## src/rtl/histogram_pkg.sv

```systemverilog
// Shared definitions for the histogram compressor/decompressor pair:
// default sizing, bin codes indexed {a,b}, and the FSM state encoding.
package histogram_pkg;

    localparam int STREAM_LENGTH_DEFAULT = 128;

    localparam logic [1:0] BIN_00 = 2'b00;
    localparam logic [1:0] BIN_01 = 2'b01;
    localparam logic [1:0] BIN_10 = 2'b10;
    localparam logic [1:0] BIN_11 = 2'b11;

    typedef enum logic [1:0] {
        ST_IDLE  = 2'd0,
        ST_ACCUM = 2'd1,
        ST_HOLD  = 2'd2
    } hist_state_e;

    // A bin can reach the full stream length, so it needs one extra code point.
    function automatic int counter_width(input int stream_length);
        return $clog2(stream_length + 1);
    endfunction

endpackage

```

## src/rtl/hist_bin_counter.sv

```systemverilog
// One histogram bin: clears on request, otherwise counts up by one when enabled.
module hist_bin_counter
    import histogram_pkg::*;
#(
    parameter int COUNTER_WIDTH = counter_width(STREAM_LENGTH_DEFAULT)
) (
    input  logic                     clk,
    input  logic                     rst,
    input  logic                     clear,
    input  logic                     enable,
    output logic [COUNTER_WIDTH-1:0] count
);

    logic [COUNTER_WIDTH-1:0] count_reg;

    always_ff @(posedge clk or posedge rst) begin
        if (rst) begin
            count_reg <= '0;
        end else if (clear) begin
            count_reg <= '0;
        end else if (enable) begin
            count_reg <= count_reg + COUNTER_WIDTH'(1);
        end
    end

    assign count = count_reg;

endmodule

```

## src/rtl/histogram_compressor.sv

```systemverilog
// Accumulates a fixed-length stream of bit-pairs into four bin counts and
// holds them for a valid/ready handshake with the downstream decompressor.
module histogram_compressor
    import histogram_pkg::*;
#(
    parameter int STREAM_LENGTH = STREAM_LENGTH_DEFAULT,
    parameter int COUNTER_WIDTH = counter_width(STREAM_LENGTH)
) (
    input  logic                     clk,
    input  logic                     rst,
    input  logic                     start_compress,
    input  logic                     stream_a,
    input  logic                     stream_b,
    input  logic                     valid_in,
    output logic [COUNTER_WIDTH-1:0] count_00,
    output logic [COUNTER_WIDTH-1:0] count_01,
    output logic [COUNTER_WIDTH-1:0] count_10,
    output logic [COUNTER_WIDTH-1:0] count_11,
    output logic                     hist_valid,
    input  logic                     hist_ready,
    output logic                     compress_done,
    output logic                     busy,
    output logic                     drop_err
);

    localparam logic [COUNTER_WIDTH-1:0] LAST_IDX = COUNTER_WIDTH'(STREAM_LENGTH - 1);

    hist_state_e              state_reg;
    hist_state_e              state_next;
    logic [COUNTER_WIDTH-1:0] sample_cnt_reg;
    logic                     done_reg;
    logic                     drop_err_reg;

    logic                     start_accept;
    logic                     sample_accept;
    logic                     last_sample;
    logic [1:0]               bin_sel;
    logic [3:0]               bin_en;
    logic [COUNTER_WIDTH-1:0] bin_count [4];

    assign start_accept  = (state_reg == ST_IDLE) && start_compress;
    assign sample_accept = (state_reg == ST_ACCUM) && valid_in;
    assign last_sample   = sample_accept && (sample_cnt_reg == LAST_IDX);
    assign bin_sel       = {stream_a, stream_b};

    generate
        for (genvar gi = 0; gi < 4; gi++) begin : g_bin
            assign bin_en[gi] = sample_accept && (bin_sel == 2'(gi));

            hist_bin_counter #(
                .COUNTER_WIDTH(COUNTER_WIDTH)
            ) u_bin (
                .clk   (clk),
                .rst   (rst),
                .clear (start_accept),
                .enable(bin_en[gi]),
                .count (bin_count[gi])
            );
        end
    endgenerate

    always_comb begin
        state_next = state_reg;
        case (state_reg)
            ST_IDLE:  if (start_compress) state_next = ST_ACCUM;
            ST_ACCUM: if (last_sample)    state_next = ST_HOLD;
            ST_HOLD:  if (hist_ready)     state_next = ST_IDLE;
            default:                      state_next = ST_IDLE;
        endcase
    end

    always_ff @(posedge clk or posedge rst) begin
        if (rst) begin
            state_reg      <= ST_IDLE;
            sample_cnt_reg <= '0;
            done_reg       <= 1'b0;
        end else begin
            state_reg <= state_next;
            done_reg  <= (state_reg == ST_HOLD) && hist_ready;
            if (start_accept) begin
                sample_cnt_reg <= '0;
            end else if (sample_accept) begin
                sample_cnt_reg <= sample_cnt_reg + COUNTER_WIDTH'(1);
            end
        end
    end

    // A sample offered outside ACCUM is lost; the start that opens a new
    // histogram takes precedence and leaves the flag clear.
    always_ff @(posedge clk or posedge rst) begin
        if (rst) begin
            drop_err_reg <= 1'b0;
        end else if (start_accept) begin
            drop_err_reg <= 1'b0;
        end else if (valid_in && (state_reg != ST_ACCUM)) begin
            drop_err_reg <= 1'b1;
        end
    end

    assign count_00      = bin_count[BIN_00];
    assign count_01      = bin_count[BIN_01];
    assign count_10      = bin_count[BIN_10];
    assign count_11      = bin_count[BIN_11];
    assign hist_valid    = (state_reg == ST_HOLD);
    assign busy          = (state_reg != ST_IDLE);
    assign compress_done = done_reg;
    assign drop_err      = drop_err_reg;

endmodule

```

## config.mk

```make
export PLATFORM = sky130hd
export DESIGN_NAME = histogram_compressor
export DESIGN_NICKNAME = d
export VERILOG_FILES = /design/src/rtl/histogram_pkg.sv /design/src/rtl/hist_bin_counter.sv /design/src/rtl/histogram_compressor.sv
export SDC_FILE = /design/constraint.sdc
export NUM_CORES = 1
export LEC_CHECK = 0
export CAP_MARGIN = 20
export CORE_ASPECT_RATIO = 0.5
export CORE_MARGIN = 1.5
export CORE_UTILIZATION = 25
export DETAILED_ROUTE_END_ITERATION = 7
export SYNTH_ARGS = -nofsm -noshare
export SYNTH_HDL_FRONTEND = slang
export SYNTH_HIERARCHICAL = 1
export SYNTH_SLANG_ARGS = --single-unit
```

## constraint.sdc

```tcl
create_clock -name clk -period 3.3 [get_ports clk]
set_input_delay 0.99 -clock clk [delete_from_list [all_inputs] [get_ports clk]]
set_output_delay 0.99 -clock clk [all_outputs]
set_load 0.05 [all_outputs]
```

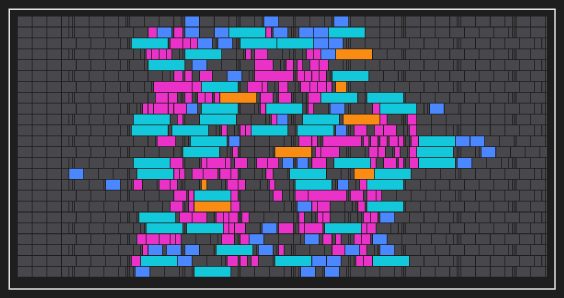
Figure 1: run 1, placed cells, one color a class.
Scale: 4 px per um. Fill, decap, tap and diode cells in gray.
color	class	cells	share of their area
cyan	registers	44	40%
orange	clock drivers and dummy loads	8	5.4%
magenta	remaining logic cells	162	38%
blue	remaining buffers and delay cells	49	17%

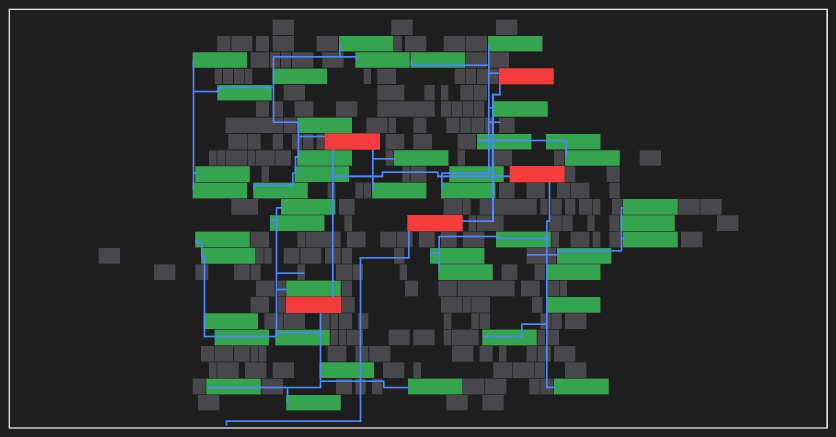
Figure 2: run 1, clock wires, drivers and flops.
Scale: 6 px per um.
[blue] clock wires | length: 565 um
[red] clock-net drivers | count: 5
[green] flip-flops | count: 44
routed clock nets	6
clock-net power: 0.500 mW
Post-Route Skew: 0.004872 ns

==> flow_summary_export.csv, run 1 <==
group,metric,value,unit
logic_synthesis,ys_top_cells_by_count,"dfrtp_1, nor2_1, a21oi_1",
logic_synthesis,top_cell,"dfrtp_1",
pwr,power_density,790.3,mW/mm^2
timing,setup_ws,0.5186,ns
drt,highest-signal-layer,"met4",
place,hpwlAfterDp,3561,um
critical_path,crit_type,"register to primary output",
timing,final_max_slew_viol_count,0,
timing,finalCriticalPeriod,2.781,ns
clocking,cts_root_buf,"clkbuf_16",
pwr,p_comb_frac,0.393,
global_routing,grt_usage,0.1117,
drt,vias_per_cell,4.489,
pwr,power.leakage,1.163,nW
global_routing,gr-usage-met1,0.1400,
clocking,cts-htree-levels,2,
drt,met1Wirelength,2240,um
logic_synthesis,ys_sh_simple,0.2012,
logic_synthesis,synth_top_flop_cell,"dfrtp_1",
pwr,intPower,1.302,mW
critical_path,slowest_delay,0.83,ns
logic_synthesis,synth_cell_type_count,32,
floorplanning,io_pins,43,
timing,hold_ws,0.4901,ns
layout,syn_to_final_growth,31.83,%
global_routing,busiest_layer,"met2",
pwr,swShare,0.4353,
timing,setup_tns,0,ns
pwr,peakVddDrop,0.2339,mV
layout,layout-drive-gt1-share,0.07985,
global_routing,antenna_found_initial,0,
global_routing,grt_max_degree,15,
drt,num_vias,1706,
drt,drt-total-wl,4783,um
drt,ant_nets,0,
layout,nFillCells,880,
timing,max-slew-margin-rel,0.6486,
timing,fmax,359.5,MHz
logic_synthesis,netlist_area,0.002213,mm^2
logic_synthesis,adder_share,0.02826,
clocking,clk_pin_slew,0.06,ns
timing,hold_viol_final,0,
floorplanning,fp_util,0.2559,
layout,num_antenna_cells,0,
critical_path,startpoint_type,"register",
critical_path,critPathRequiredTime,2.31,ns
status,status,"complete, no violations",
logic_synthesis,syn-num-nets,227,
logic_synthesis,ys_top_logic_family,"simple AND/OR/NAND/NOR gates",
pwr,clock_power_share,0.217,
timing,setup_viol,0,
logic_synthesis,ys_area,0.002213,mm^2
logic_synthesis,async_reset_ff_frac,1.000,
logic_synthesis,synth_cells,215,
clocking,postCtsHoldBufs,0,
clocking,cts_tree,"built",
floorplanning,num_rows,24,
clocking,cts_resized,0,
pwr,p_seq_frac,0.391,
flow_run,max-cap-violations,0,
floorplanning,coreArea,0.008648,mm^2
logic_synthesis,synthXorXnorAreaFrac,0.07123,
drt,firstDrtPassIters,4,
layout,post-route-util,0.3374,
pwr,p_sw,1.004,mW
drt,wl_met3,139,um
layout,largest_reg_flops,32,
critical_path,worstPathArrival,1.79,ns
flow_run,warnings,26,
critical_path,worstPathCellList,"nor2b_1, clkdlybuf4s50_1",
critical_path,slowest_stage,"clkdlybuf4s50_1",
logic_synthesis,top_cells_by_area,"dfrtp_1, xor2_1, o2111ai_4",
critical_path,path_buffers,1,
clocking,clock_path_buffers,2,
timing,tightest_slew,0.5254,ns
logic_synthesis,avgSynthCellArea,10.29,um^2
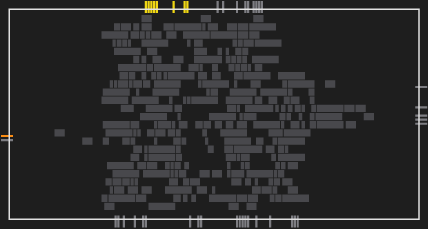
Figure 3: run 1, pin placement.
Scale: 3 px per um. Pins as bars across the die edge, other pins in gray.
color	port	pins	direction	edge
yellow	`count_10`	8	output	top
orange	`drop_err`	1	output	left
die width: 136.1 um
Port Buf Inserts: 42

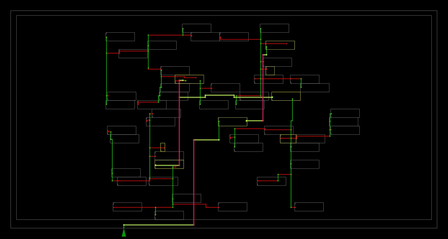
Figure 4: run 1, clock nets.
flop count: 44
Num CTS Buffers: 5
Clock Latency Late Sink: 0.28 ns
clkbuf count: 7

## run 1: worst paths after layout
path / slack, ns / to / from / cells past startpoint
setup / recovery: 0.52 / hist_valid / state_reg[1] / 2
hold / removal: 0.49 / sample_cnt_reg[6] / sample_cnt_reg[6] / 1
hold reg to reg: 0.49 / sample_cnt_reg[6] / sample_cnt_reg[6] / 1
setup reg to reg: 1.23 / g_bin[0].u_bin/count[7] / state_reg[1] / 5
max in group asynchronous: 1.81 / sample_cnt_reg[7] / rst / 2
min in group asynchronous: 1.11 / g_bin[2].u_bin/count[4] / rst / 2
## run 1: cell type report
| class | count | area (um^2) | area share |
|---|---|---|---|
| Sequential cell | 44 | 1101 | 0.3774 |
| Inverter | 8 | 30.03 | 0.01029 |
| Timing Repair Buffer | 49 | 473.0 | 0.1621 |
| Tap cell | 117 | 146.4 | 0.05017 |
| Multi-Input combinational cell | 154 | 1017 | 0.3486 |
| Clock buffer | 7 | 142.6 | 0.04889 |
| Clock inverter | 1 | 7.507 | 0.002573 |
## run 1: power by group through the flow
stage	registers (mW)	logic [mW]	clock network [mW]
final	0.901	0.905	0.500
after global routing	0.928	0.980	0.540
after CTS	0.900	0.917	0.512
after detailed placement	0.907	0.913	0
after global placement	0.903	0.888	0
after floorplan	1.23	0.265	0
## run 1: cell usage in the layout, fill, tap and decap left out, types with 2 or more instances in the layout
cell type	n
nand2_1	13
xnor2_1	4
nand4b_1	2
nand4_1	9
a21oi_1	17
ha_1	5
clkdlybuf4s50_1	42
nor3b_1	2
nand3_1	8
buf_4	7
dfrtp_1	44
or3_1	14
nor3_1	2
mux2i_1	6
nor2_1	26
o31ai_1	2
or4_1	2
o21ai_0	14
o2111ai_4	4
clkbuf_16	5
inv_1	7
xor2_1	14
Figure 5. Metal 2 (run 1).
Scale: 4 px per um. Cells faint in the background.
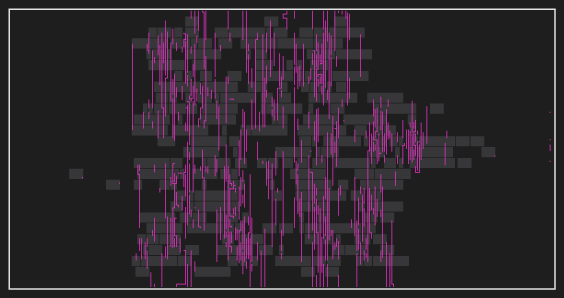

==> run 2, diff against run 1 <==
clock period = 2.6 ns   (was 3.3 ns; I/O delays follow)
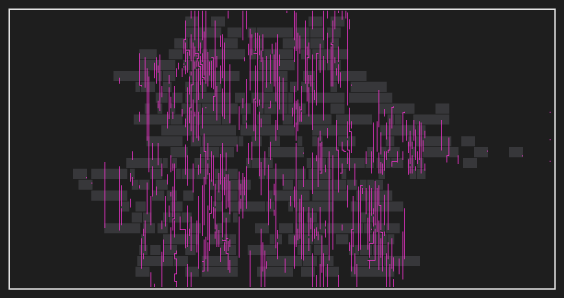
Figure 6: run 2, metal 2.
Scale: 4 px per um. Cells faint in the background.
longest straight run	27.2 um
wire length on this layer	2450 um

==> flow_summary_export.csv, run 2 <==
group,metric,value,unit
floorplanning,fp_util,0.2559,
drt,vias_per_cell,4.547,
logic_synthesis,netlist_area,0.002213,mm^2
clocking,cts_setup_buffers,0,
drt,ant_nets,0,
layout,layout-drive-gt1-share,0.1367,
timing,final_max_slew_viol_count,0,
logic_synthesis,synthXorXnorAreaFrac,0.07123,
floorplanning,io_pins,43,
logic_synthesis,yosysTopAreaCell,"dfrtp_1",
logic_synthesis,synth_top_flop_cell,"dfrtp_1",
timing,setup_viol,0,
status,status,"complete, no violations",
pwr,p_sw,1.276,mW
logic_synthesis,compound_area_frac,0.1317,
floorplanning,num_rows,24,
hold_path,worstHoldEndpoint,"sample_cnt_reg[6]",
timing,tightest_slew,0.5232,ns
logic_synthesis,synth_cell_type_count,32,
pwr,p_comb,1.16,mW
clocking,tritoncts.num_buffers,5,
global_routing,busiest_layer,"met2",
place,placed_area,0.002890,mm^2
clocking,cts_resized,0,
critical_path,worstPathCellList,"clkdlybuf4s50_1, or3b_2, inv_2, buf_4, o2111ai_4, or3_1, a21oi_1",
place,hpwlAfterDp,3774,um
logic_synthesis,synth_cells,215,
place,gp_congestion,0.8441,
critical_path,rr_endpoint,"g_bin[2].u_bin/count[7]",
logic_synthesis,async_reset_ff_frac,1.000,
timing,finalCriticalPeriod,2.461,ns
logic_synthesis,yosys_cells,215,
hold_path,hp-class,"register to register",
global_routing,gr-total-overflow,0,
hold_path,hold_path_startpoint,"sample_cnt_reg[6]",
logic_synthesis,postSynthSeqShare,0.4975,
clocking,cts-htree-levels,2,
timing,post-route-period-util,0.9467,
global_routing,grt_pass1_wl,8549,um
floorplanning,dieHeight,69.54,um
pwr,p_seq,1.14,mW
layout,nFillCells,872,
critical_path,r2r_start,"state_reg[1]",
pwr,p_seq_frac,0.375,
clocking,cts_root_buf,"clkbuf_16",
pwr,intPower,1.764,mW
drt,drtIter0Drc,129,
global_routing,antenna_found_initial,0,
logic_synthesis,ys_area,0.002213,mm^2
critical_path,worstPathArrival,2.67,ns
logic_synthesis,ys_sh_mux,0.02713,
critical_path,startpoint_type,"input port",
logic_synthesis,edf_count,0,
drt,highest-signal-layer,"met4",
pwr,p_comb_frac,0.382,
layout,largest_reg_flops,32,
pwr,peakVddDrop,0.3568,mV
drt,wl_met2,2450,um
timing,rsz0062_at_grt,"false",
logic_synthesis,ys.flops,44,
clocking,clock_path_buffers,2,
clocking,postCtsHoldBufs,0,
layout,regArea,0.001101,mm^2
critical_path,r2r_slack,0.58,ns
global_routing,grt_max_degree,16,
layout,final_cell_mix,"dfrtp_1, clkdlybuf4s50_1, nor2_1, buf_4, a21oi_1",
pwr,clock_power_share,0.243,
place,port-buffer-count,42,
drt,firstDrtPassIters,4,
layout,syn_to_final_growth,38.61,%
drt,wl_met3,161,um
global_routing,gr-usage-met1,0.1447,
layout,comb_area,0.001017,mm^2
pwr,power.leakage,1.258,nW
clocking,clk_pin_slew,0.07,ns
critical_path,slowest_delay,0.48,ns
layout,final_cells,395,
logic_synthesis,ys_top_cells_by_count,"dfrtp_1, nor2_1, a21oi_1",
floorplanning,coreArea,0.008648,mm^2
pwr,swShare,0.4198,
timing,hold_viol_final,0,
clocking,clock.latency.late_pin,0.29,ns
critical_path,path_buffers,3,
global_routing,grt_pass1_vias,1826,
global_routing,use_met3,0.02558,
global_routing,grt.met2_usage,0.1835,
logic_synthesis,yosysWarnings,6,
drt,drt-total-wl,4913,um
layout,design_area,0.003068,mm^2
critical_path,crit_type,"input port to register",
critical_path,path_max_fanout,4,
logic_synthesis,syn-num-nets,227,
clocking,cts_tree,"built",
flow_run,warnings,26,
timing,max-slew-margin-rel,0.6501,
timing,fmax,406.3,MHz
logic_synthesis,top_area_frac,0.4975,
logic_synthesis,top_cells_by_area,"dfrtp_1, xor2_1, o2111ai_4",
floorplanning,die_w,136.1,um
global_routing,grt_usage,0.1108,
logic_synthesis,adder_share,0.02826,
flow_run,max-cap-violations,0,
pwr,power-top-group,"combinational logic",
critical_path,end_kind,"register",
drt,route.detailed.drc,0,
drt,num_vias,1796,
pwr,power_density,991.0,mW/mm^2
floorplanning,die-area,0.009461,mm^2
critical_path,critPathTopFamily,"simple AND/OR/NAND/NOR gates",
logic_synthesis,ys_top_logic_family,"simple AND/OR/NAND/NOR gates",
logic_synthesis,ys_sh_simple,0.2012,
layout,nets,289,
hold_path,worstHoldPathCells,1,
logic_synthesis,avgSynthCellArea,10.29,um^2
critical_path,critPathRequiredTime,2.81,ns
place,placed_cells,387,
logic_synthesis,top_cell,"dfrtp_1",
drt,met1Wirelength,2255,um
layout,num_antenna_cells,0,
layout,lay_top_count,"dfrtp_1",
critical_path,r2r_cells,7,
drt,wl_per_cell,12.44,um
critical_path,slowest_stage,"clkdlybuf4s50_1",
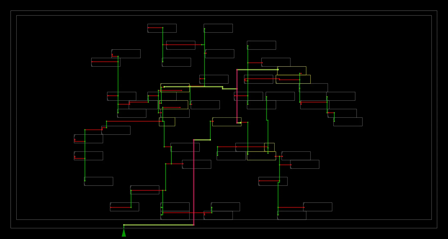
Figure 7: run 2, clock nets.
clock sink count: 44
clock-net power: 0.738 mW
Post-Route Skew: 0.01014 ns
clkbuf count: 6

-- run 2: cell types whose count changed in the layout (fill, tap and decap cells not counted), sizes merged --
cell,before,now
bufinv,0,1
clkinvlp,1,0
clkdlybuf4s50,42,41
clkinv,0,1
buf,7,23
clkbuf,7,6
-- run 2: stage by stage --
stage	hold slack, ns	setup TNS, ns	power, mW	util	setup WS (ns)
floorplan	0.4489	0	1.900	-	0.3181
global placement	0.4820	-0.7297	2.290	0.3342	-0.1145
detailed placement	0.4953	-1.043	2.325	0.3342	-0.1439
CTS	0.5105	0	3.079	0.3547	0.1367
global route	0.5219	0	3.212	0.3547	0.05480
finish	0.5143	0	3.040	0.3547	0.1387
-- run 2: worst max-delay path by stage --
| stage | to | from | slack, ns | cells after the start |
|---|---|---|---|---|
| 2_1_floorplan | g_bin[0].u_bin/count[5] | start_compress | 0.32 | 6 |
| 3_3_place_gp | g_bin[0].u_bin/count[7] | start_compress | -0.11 | 7 |
| 3_5_place_dp | g_bin[2].u_bin/count[7] | start_compress | -0.14 | 7 |
| 4_1_cts | busy | state_reg[1] | 0.14 | 2 |
| 5_1_grt | g_bin[2].u_bin/count[7] | start_compress | 0.05 | 7 |
| 6_report | g_bin[2].u_bin/count[7] | start_compress | 0.14 | 7 |
-- run 2: cell type report --
class	instances	share of cell area
Sequential cell	44	0.3589
Clock buffer	6	0.04527
Tap cell	117	0.04772
Timing Repair Buffer	64	0.1941
Inverter	8	0.009788
Multi-Input combinational cell	154	0.3316
Clock inverter	2	0.01264
-- run 2: worst register-to-register path, cell delays in order (launching register included) --
cell       delay [ns]
dfrtp_1          0.37
buf_4            0.15
or3b_2           0.50
inv_2            0.12
buf_4            0.14
o2111ai_4        0.14
or3_1            0.38
a21oi_1          0.15
Figure 8. Placed cells, one color a class (run 2).
Scale: 4 px per um. Fill, decap, tap and diode cells in gray.
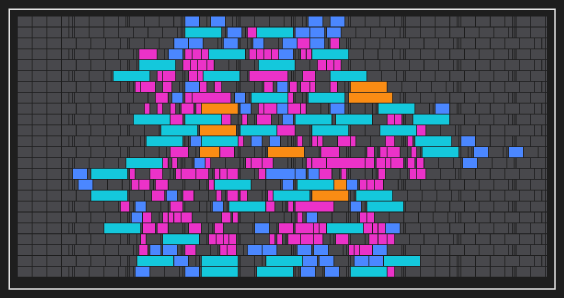

==> run 3, diff against run 2 <==
DONT_BUFFER_PORTS = 1   (was default)
HOLD_SLACK_MARGIN = 0.08   (was default)
REMOVE_ABC_BUFFERS = 1   (was default)
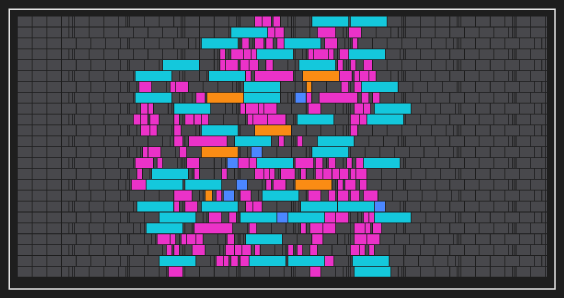
Figure 9: run 3, placed cells, one color a class.
Scale: 4 px per um. Fill, decap, tap and diode cells in gray.
color	class	cells	share of their area
orange	clock drivers and dummy loads	7	5.7%
cyan	registers	44	47%
blue	remaining buffers and delay cells	7	2.3%
magenta	remaining logic cells	162	45%

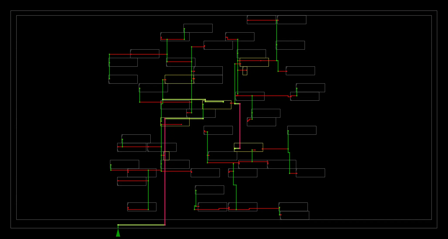
Figure 10: run 3, clock nets.
clock-net power: 0.587 mW
Post-Route Skew: 0.004168 ns

==> flow_summary_export.csv, run 3 <==
group,metric,value,unit
critical_path,end_kind,"register",
floorplanning,coreArea,0.008648,mm^2
drt,drt-total-wl,4600,um
layout,seq_share,0.4438,
logic_synthesis,yosysTopAreaCell,"dfrtp_1",
timing,max-slew-margin-rel,0.5635,
flow_run,max-cap-violations,0,
layout,final_cell_mix,"dfrtp_1, nor2_1, a21oi_1",
global_routing,grt_pass1_wl,7921,um
critical_path,cp-endpoint,"g_bin[1].u_bin/count[5]",
logic_synthesis,ys_area,0.002213,mm^2
layout,num_antenna_cells,0,
floorplanning,fp_util,0.2559,
logic_synthesis,yosysWarnings,6,
layout,nFillCells,905,
logic_synthesis,synth_top_flop_cell,"dfrtp_1",
logic_synthesis,ys_top_cells_by_count,"dfrtp_1, nor2_1, a21oi_1",
pwr,peakVddDrop,0.2890,mV
critical_path,r2r_slack,0.48,ns
drt,num_vias,1602,
clocking,clock-sinks,44,
logic_synthesis,yosys_cells,215,
logic_synthesis,netlist_area,0.002213,mm^2
critical_path,crit_type,"input port to register",
logic_synthesis,async_reset_ff_frac,1.000,
clocking,clock.latency.late_pin,0.28,ns
timing,tightest_slew,0.6547,ns
critical_path,rr_endpoint,"g_bin[1].u_bin/count[5]",
critical_path,startpoint_type,"input port",
layout,dominant_cells,"sequential cells",
global_routing,grt_max_degree,15,
layout,nets,232,
critical_path,path_max_fanout,14,
critical_path,r2r_start,"state_reg[1]",
layout,clock_area_frac,0.05396,
critical_path,r2r_cells,5,
logic_synthesis,top_cell,"dfrtp_1",
layout,syn_to_final_growth,12.10,%
floorplanning,tapCellCount,117,
place,gp_congestion,0.8172,
floorplanning,die_w,136.1,um
floorplanning,io_pins,43,
logic_synthesis,postSynthSeqShare,0.4975,
layout,logic_gates,154,
layout,largest_reg_flops,32,
place,hpwlAfterDp,3434,um
hold_path,hp-class,"input port to async pin",
critical_path,critPathRequiredTime,2.80,ns
clocking,cts-htree-levels,2,
timing,setup_tns,0,ns
critical_path,worstPathArrival,2.32,ns
layout,buf_share,0.02118,
clocking,postCtsHoldBufs,0,
clocking,cts_setup_buffers,0,
place,port-buffer-count,0,
logic_synthesis,avgSynthCellArea,10.29,um^2
global_routing,antenna_found_initial,0,
status,status,"complete, no violations",
layout,nNonClkInverters,8,
timing,post-route-period-util,0.8153,
floorplanning,die-area,0.009461,mm^2
layout,layout-drive-gt1-share,0.09091,
drt,wl_per_cell,13.65,um
clocking,cts_root_buf,"clkbuf_16",
layout,lay_top_count,"dfrtp_1",
logic_synthesis,top_area_frac,0.4975,
floorplanning,dieHeight,69.54,um
logic_synthesis,ys.flops,44,
timing,rsz0062_at_grt,"false",
timing,hold_ws,0.3279,ns
timing,finalCriticalPeriod,2.120,ns
logic_synthesis,edf_count,0,
timing,final_max_slew_viol_count,0,
layout,comb_share,0.4100,
clocking,tritoncts.num_buffers,5,
floorplanning,num_rows,24,
clocking,clock_path_buffers,2,
logic_synthesis,synth_cell_type_count,32,
layout,n_clock_buffer,6,
global_routing,grt_usage,0.1058,
==> run 3: cell count changes in the layout (fill, tap and decap cells not counted), sizes merged <==
cell	delta
buf	-16
clkdlybuf4s50	-41
bufinv	-1
==> run 3: stage by stage <==
| step | area (um^2) | setup WS (ns) | power (mW) | utilization | instances |
|---|---|---|---|---|---|
| after floorplan | 2148 | 0.1100 | 1.893 | - | 206 |
| after global placement | 2347 | 0.2612 | 2.006 | 0.2714 | 330 |
| after CTS | 2481 | 0.5082 | 2.635 | 0.2869 | 337 |
| after global routing | 2481 | 0.3474 | 2.765 | 0.2869 | 337 |
| final | 2481 | 0.4803 | 2.612 | 0.2869 | 337 |
| after detailed placement | 2347 | 0.2044 | 2.044 | 0.2714 | 330 |
==> run 3: kinds of logic after synthesis <==
| logic type | count (synthesis) | share of synthesized area |
|---|---|---|
| DFF | 44 | 0.4975 |
| buffers and inverters | 17 | 0.04296 |
| and+or+nand+nor | 86 | 0.2012 |
| xor gates and xnor gates | 18 | 0.07123 |
| adders and majority gates | 5 | 0.02826 |
| AOI/OAI and AO/OA | 39 | 0.1317 |
| muxes | 6 | 0.02714 |
==> run 3: critical path, stage by stage <==
cell and delay (ns):
or3b_2 0.45, inv_2 0.32, o2111ai_4 0.19, or3_1 0.40, a21oi_1 0.17
==> run 3: layer usage <==
metal  share of wire  GRT usage
met4           0.013    0.04728
met1            0.42     0.1246
met2            0.50     0.1740
met5               0          0
met3           0.071    0.03728
==> run 3: power by group <==
| part | total, mW | internal (mW) | switching [mW] |
|---|---|---|---|
| registers | 1.62 | 0.851 | 0.771 |
| clock network | 0.587 | 0.349 | 0.238 |
| logic | 0.403 | 0.190 | 0.213 |
| total | 2.61 | 1.39 | 1.22 |
No activity file was given, so power comes from the tool's default toggle rates.
